Metal 2:
(4 px per um)
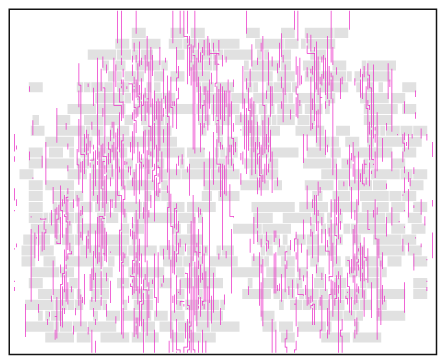
Placement view:
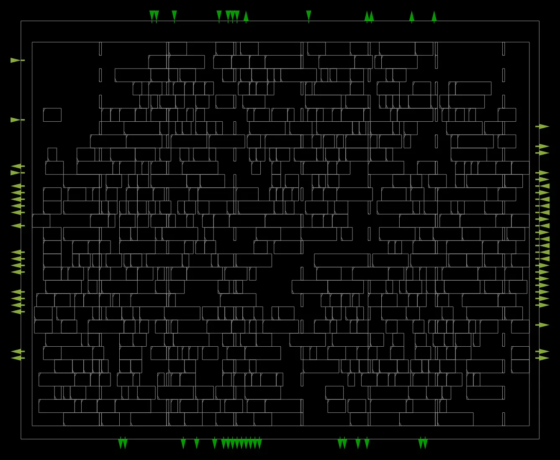
Zoomed window:
Window x 33 to 73, y 23 to 63 um. Cells in grey, sequential cells in the stronger grey; small squares are vias.
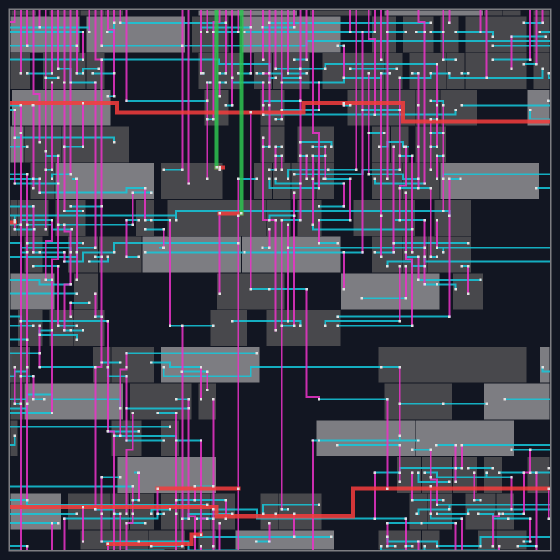
==> config.mk <==
export PLATFORM = sky130hd
export DESIGN_NAME = turf_trigger_arbiter
export DESIGN_NICKNAME = d
export VERILOG_FILES = /design/src/rtl/turf_trigger_arbiter.sv
export SDC_FILE = /design/constraint.sdc
export NUM_CORES = 1
export LEC_CHECK = 0
export CAP_MARGIN = 25
export CORE_ASPECT_RATIO = 0.8
export CORE_MARGIN = 2
export CORE_UTILIZATION = 45
export DETAILED_ROUTE_END_ITERATION = 8
export PLACE_DENSITY = 0.72
export SLEW_MARGIN = 20
export SYNTH_ARGS = -nofsm -noshare
export SYNTH_HDL_FRONTEND = slang
export SYNTH_SLANG_ARGS = --single-unit
==> constraint.sdc <==
create_clock -name clk_i -period 3.1 [get_ports clk_i]
set_input_delay 0.93 -clock clk_i [delete_from_list [all_inputs] [get_ports clk_i]]
set_output_delay 0.93 -clock clk_i [all_outputs]
set_load 0.05 [all_outputs]
==> src/rtl/turf_trigger_arbiter.sv <==
`default_nettype none
// ============================================================================
// Module      : turf_trigger_arbiter
// Description : Merges enabled trigger-source edges through a holdoff timer
//               and a ring of event buffers; counts accepted and lost edges.
// Revision    : 1.0 - initial release
// ============================================================================
module turf_trigger_arbiter #(
    parameter int NUM_SRC   = 4,
    parameter int BUF_BITS  = 2,
    parameter int HOLDOFF_W = 8
) (
    input  logic                    clk_i,
    input  logic                    rst_i,
    input  logic [NUM_SRC-1:0]      src_i,
    input  logic [NUM_SRC-1:0]      src_en_i,
    input  logic                    disable_i,
    input  logic [HOLDOFF_W-1:0]    holdoff_i,
    input  logic                    clr_evt_i,
    output logic                    trig_o,
    output logic [BUF_BITS-1:0]     trig_buf_o,
    output logic [NUM_SRC-1:0]      trig_type_o,
    output logic [(2**BUF_BITS)-1:0] buf_status_o,
    output logic                    busy_o,
    output logic [31:0]             evt_count_o,
    output logic [15:0]             lost_count_o
);

    localparam int                  c_NUM_BUF = 2**BUF_BITS;
    localparam logic [BUF_BITS:0]   c_FULL    = (BUF_BITS+1)'(c_NUM_BUF);
    localparam logic [0:0]          c_IDLE    = 1'b0;
    localparam logic [0:0]          c_HOLDOFF = 1'b1;

    logic [NUM_SRC-1:0]     r_src_d;
    logic [0:0]             r_state;
    logic [HOLDOFF_W-1:0]   r_hold_cnt;
    logic [BUF_BITS-1:0]    r_wr_ptr;
    logic [BUF_BITS-1:0]    r_rd_ptr;
    logic [BUF_BITS:0]      r_occ;
    logic [c_NUM_BUF-1:0]   r_buf_status;
    logic                   r_busy;
    logic                   r_trig;
    logic [BUF_BITS-1:0]    r_trig_buf;
    logic [NUM_SRC-1:0]     r_trig_type;
    logic [31:0]            r_evt_count;
    logic [15:0]            r_lost_count;

    logic [NUM_SRC-1:0]     w_edge;
    logic                   w_any_edge;
    logic                   w_accept;
    logic                   w_reject;
    logic                   w_clr;
    logic [BUF_BITS:0]      w_occ_nxt;
    logic [c_NUM_BUF-1:0]   w_status_nxt;

    assign w_edge     = src_i & ~r_src_d & src_en_i;
    assign w_any_edge = |w_edge;
    // Full check uses registered occupancy, so a same-cycle clear cannot make room.
    assign w_accept   = (r_state == c_IDLE) && w_any_edge && !disable_i && !r_busy;
    assign w_reject   = w_any_edge && !w_accept;
    assign w_clr      = clr_evt_i && (r_occ != '0);

    always_comb begin
        w_status_nxt = r_buf_status;
        w_occ_nxt    = r_occ;
        if (w_clr) begin
            w_status_nxt[r_rd_ptr] = 1'b0;
        end
        if (w_accept) begin
            w_status_nxt[r_wr_ptr] = 1'b1;
        end
        if (w_accept && !w_clr) begin
            w_occ_nxt = r_occ + 1'b1;
        end else if (!w_accept && w_clr) begin
            w_occ_nxt = r_occ - 1'b1;
        end
    end

    always_ff @(posedge clk_i) begin
        if (rst_i) begin
            // Track the live level so a source held high across reset never fires.
            r_src_d      <= src_i;
            r_state      <= c_IDLE;
            r_hold_cnt   <= '0;
            r_wr_ptr     <= '0;
            r_rd_ptr     <= '0;
            r_occ        <= '0;
            r_buf_status <= '0;
            r_busy       <= 1'b0;
            r_trig       <= 1'b0;
            r_trig_buf   <= '0;
            r_trig_type  <= '0;
            r_evt_count  <= '0;
            r_lost_count <= '0;
        end else begin
            r_src_d      <= src_i;
            r_trig       <= w_accept;
            r_occ        <= w_occ_nxt;
            r_buf_status <= w_status_nxt;
            r_busy       <= (w_occ_nxt == c_FULL);

            if (w_accept) begin
                r_trig_buf  <= r_wr_ptr;
                r_trig_type <= w_edge;
                r_wr_ptr    <= r_wr_ptr + 1'b1;
                r_evt_count <= r_evt_count + 1'b1;
                r_hold_cnt  <= holdoff_i;
                r_state     <= (holdoff_i != '0) ? c_HOLDOFF : c_IDLE;
            end else if (r_state == c_HOLDOFF) begin
                r_hold_cnt <= r_hold_cnt - 1'b1;
                if (r_hold_cnt == HOLDOFF_W'(1)) begin
                    r_state <= c_IDLE;
                end
            end

            if (w_reject && (r_lost_count != 16'hFFFF)) begin
                r_lost_count <= r_lost_count + 1'b1;
            end

            if (w_clr) begin
                r_rd_ptr <= r_rd_ptr + 1'b1;
            end
        end
    end

    assign trig_o       = r_trig;
    assign trig_buf_o   = r_trig_buf;
    assign trig_type_o  = r_trig_type;
    assign buf_status_o = r_buf_status;
    assign busy_o       = r_busy;
    assign evt_count_o  = r_evt_count;
    assign lost_count_o = r_lost_count;

endmodule
`default_nettype wire

==> run summary <==
Synthesis and place-and-route results.

- The count of cell types in the netlist is ~44.
- The number of placed instances, taps included, is 623.
- Per the layout area report, the sequential fraction of cell area is 32.5%.
- The worst reg-to-reg path cell count is 7.
- For this run, global-route usage on met3 was measured as 6.16%.
- For reference, the top cells by area after synthesis are sky130_fd_sc_hd__dfxtp_1 42%, sky130_fd_sc_hd__xnor2_1 7.6%, sky130_fd_sc_hd__nor2_1 6.0%.
- The area fraction in compound gates is 9.80%.
- The master cell of the clock root buffer is sky130_fd_sc_hd__clkbuf_8.
- The non-clock buffer total of the final layout is approximately 91.
- STA reports a reg2reg setup slack of a little under 1 ns.
- Yosys reports the multiplexer fraction of the synthesized area as less than 1%.
- The core area is around 8100 um^2.
- The register area is roughly 1600 um^2.
- By count the netlist is led by 80 x sky130_fd_sc_hd__dfxtp_1, 60 x sky130_fd_sc_hd__nor2_1, 40 x sky130_fd_sc_hd__nand2_1, 33 x sky130_fd_sc_hd__xnor2_1, 24 x sky130_fd_sc_hd__a21oi_1.
- Counting I/O delays and the setup requirement, the final critical path takes 2.74 ns.
- The flip-flop count of the largest register after layout is 32.
- The final hold violation count is 0.
- The overall routing resource usage is about a fifth.
- The fraction of registers with async set or reset after synthesis is 0%.
- For reference, the placement row count at floorplan is 29.
- Net switching is a little under a third of the power.
- Looking at the worst setup and hold paths, the clock pins of their registers show a slew of approximately 0.080 ns.
- STA lists the startpoint of the worst hold path as trig_buf_o[0].
- The met1 routed wirelength after detailed routing is between 4 and 5 mm.
- The launching instance or port of the critical path is src_i[2].
- The number of nets at the end of the flow is about 560.
- The longest clock path from root to sink contains 2 buffers.
- In the final report, the number of pins over their slew limit comes to 0.
- Walking the worst path, the cells encountered are clkdlybuf4s50_1 > and3b_1 > o41ai_4 > xnor2_1 > or3_1 > a2111oi_2.
- The total of endpoints with negative setup slack in the final report is 0.
- The number of cells upsized or downsized after cts is 0.
- The endpoint of the worst hold path is reported as trig_buf_o[0].
- The synthesized instance count is around 450.
- The placed wire-length estimate is between 6 and 7 mm.
- Summing over the stages, the warning tally comes to 34.
- The global route stage reports its total congestion overflow as 0.
- For met1 alone, demand over resource in global routing was about a quarter.
- The flow ran to the end, and the final reports show no timing, DRC or antenna violations.
- The number of DRC violations after detailed routing is 0.
- The area share of fa/ha/maj cells after synthesis is roughly 5.0%.
- The combinational power share is a little under a quarter.
- According to the cell report, the number of logic gates is ~330.
- The most frequently used library cell after synthesis is sky130_fd_sc_hd__dfxtp_1.
- The area recorded from the Yosys report for this design is 3780 um^2.
- For this design, the CTS-stage hold fixing added 0 buffers.
- The area after detailed placement is 4740 um^2.
- IR analysis of the VDD net gives a maximum drop of 0.000275 V.
- The I/O pin count is about 80.
- The data required time at the worst endpoint is 3.34 ns.
- The biggest slice of the area belongs to logic gates.
- The relative slew slack is a little under two thirds.
- The die covers about 9000 um^2.
- The non-clock inverter total of the final layout is 17.
- The post-synthesis share of cell area spent on and, or, nand and nor gates is 28.9%.
- On the final layout, the worst hold slack is 0.458 ns.
- The internal portion of total power is 1.69 mW.
- The worst-case clock skew is roughly 0.008 ns.
- Checking hold timing, the worst path is listed with class reg2reg.
- The layout overhead on the synthesized area is 30.4%.
- Summed over the clock group, the power is roughly 740 uW.
- In this run the horizontal extent of the chip is between 100 and 150 um.
- The fraction of synthesized cell area taken by the top area cell type is around 42%.
- For reference, the most critical setup path is categorized as in2reg.
- The total clock sinks is 80.
- The initial antenna violation count is 0.
- Per the OpenROAD power report, switching power amounts to 758 uW.
- The share of final-layout standard cells stronger than drive strength 1 is 6.60%.
- Per the layout report, the design carries 9 clock buffers.
- Entering global routing, the biggest net connects 38 pins.
- The portion of the clock cycle consumed by the worst path in the final layout is 88.5%.
- The count of nets left with antenna violations after detail routing is 0.
- The layout report gives the multi-input gate share of total cell area as roughly two fifths.
- Ranked by power, first place goes to sequential cells.
- For the worst reg-to-reg path, the endpoint reported by OpenROAD is busy_o.
- The most crowded layer after global routing is met2.
- The final total negative setup slack is 0 ns.
- Total power for the finished layout comes to between 2 and 2.5 mW.
- The final core area utilization is 61.2%.
- The power report attributes to the sequential group a share of approximately 47%.
- Per STA, the highest per-stage delay on the worst path measures a little under 0.5 ns.
- The signal arrival time at the worst endpoint is 2.98 ns.
- After synthesis, flip-flops and latches occupy around 42% of the total area.
- For this run, the script counts the antenna cells in the layout as 0.
- The count of cells in the finished layout, fillers not included, comes to between 600 and 700.
- Summed over all combinational cells, the power is between 500 and 600 uW.
- The multi-input combinational cells in the finished layout cover a total of around 2000 um^2.
- The count of yosys warnings during synthesis is 0.
- The number of synthesized register bits is about 80.
- Per the STA report, the cell with the highest stage delay on the worst path is sky130_fd_sc_hd__o41ai_4.
- For this sky-water flow run, the detailed-routed wirelength per cell is reported as 14.0 um.
- The script reports the combined buffer and inverter count of the critical path as 1.
- The transition time at the pin with the least slew margin is approximately 0.54 ns.
- After the first detailed-routing iteration, the DRC count stood at ~210.
- Setup repair after global routing left no endpoint under its margin.
- The mean post-synth cell area is roughly 8.5 um^2.
- The first global-routing pass estimated roughly 15 mm of wire.
Notes on 'metal 2' above:
wire length on this layer	4,150 um
nets with wire on the layer	468
main direction	vertical
share of all routed wire	46%
total via count after detailed routing: 3,456
grt met2 use: 32.5%
Detailed Route WL: 8.96 mm

Notes on 'placement view' above:
flip-flop and latch count: 80
Taps Inserted: 108
# fillers: 712

Notes on 'zoomed window' above:
colour	layer
green	metal 4
magenta	metal 2
cyan	metal 1
red	metal 3
most frequent	dfxtp_1 (17), nand2_1 (12), a21oi_1 (9)
sequential cells in the window	17
cells with their middle in the window	110
netlist names of flops here include	evt_count_o (8), lost_count_o (3), r_occ (3)

Power and IR drop assume default switching activity.
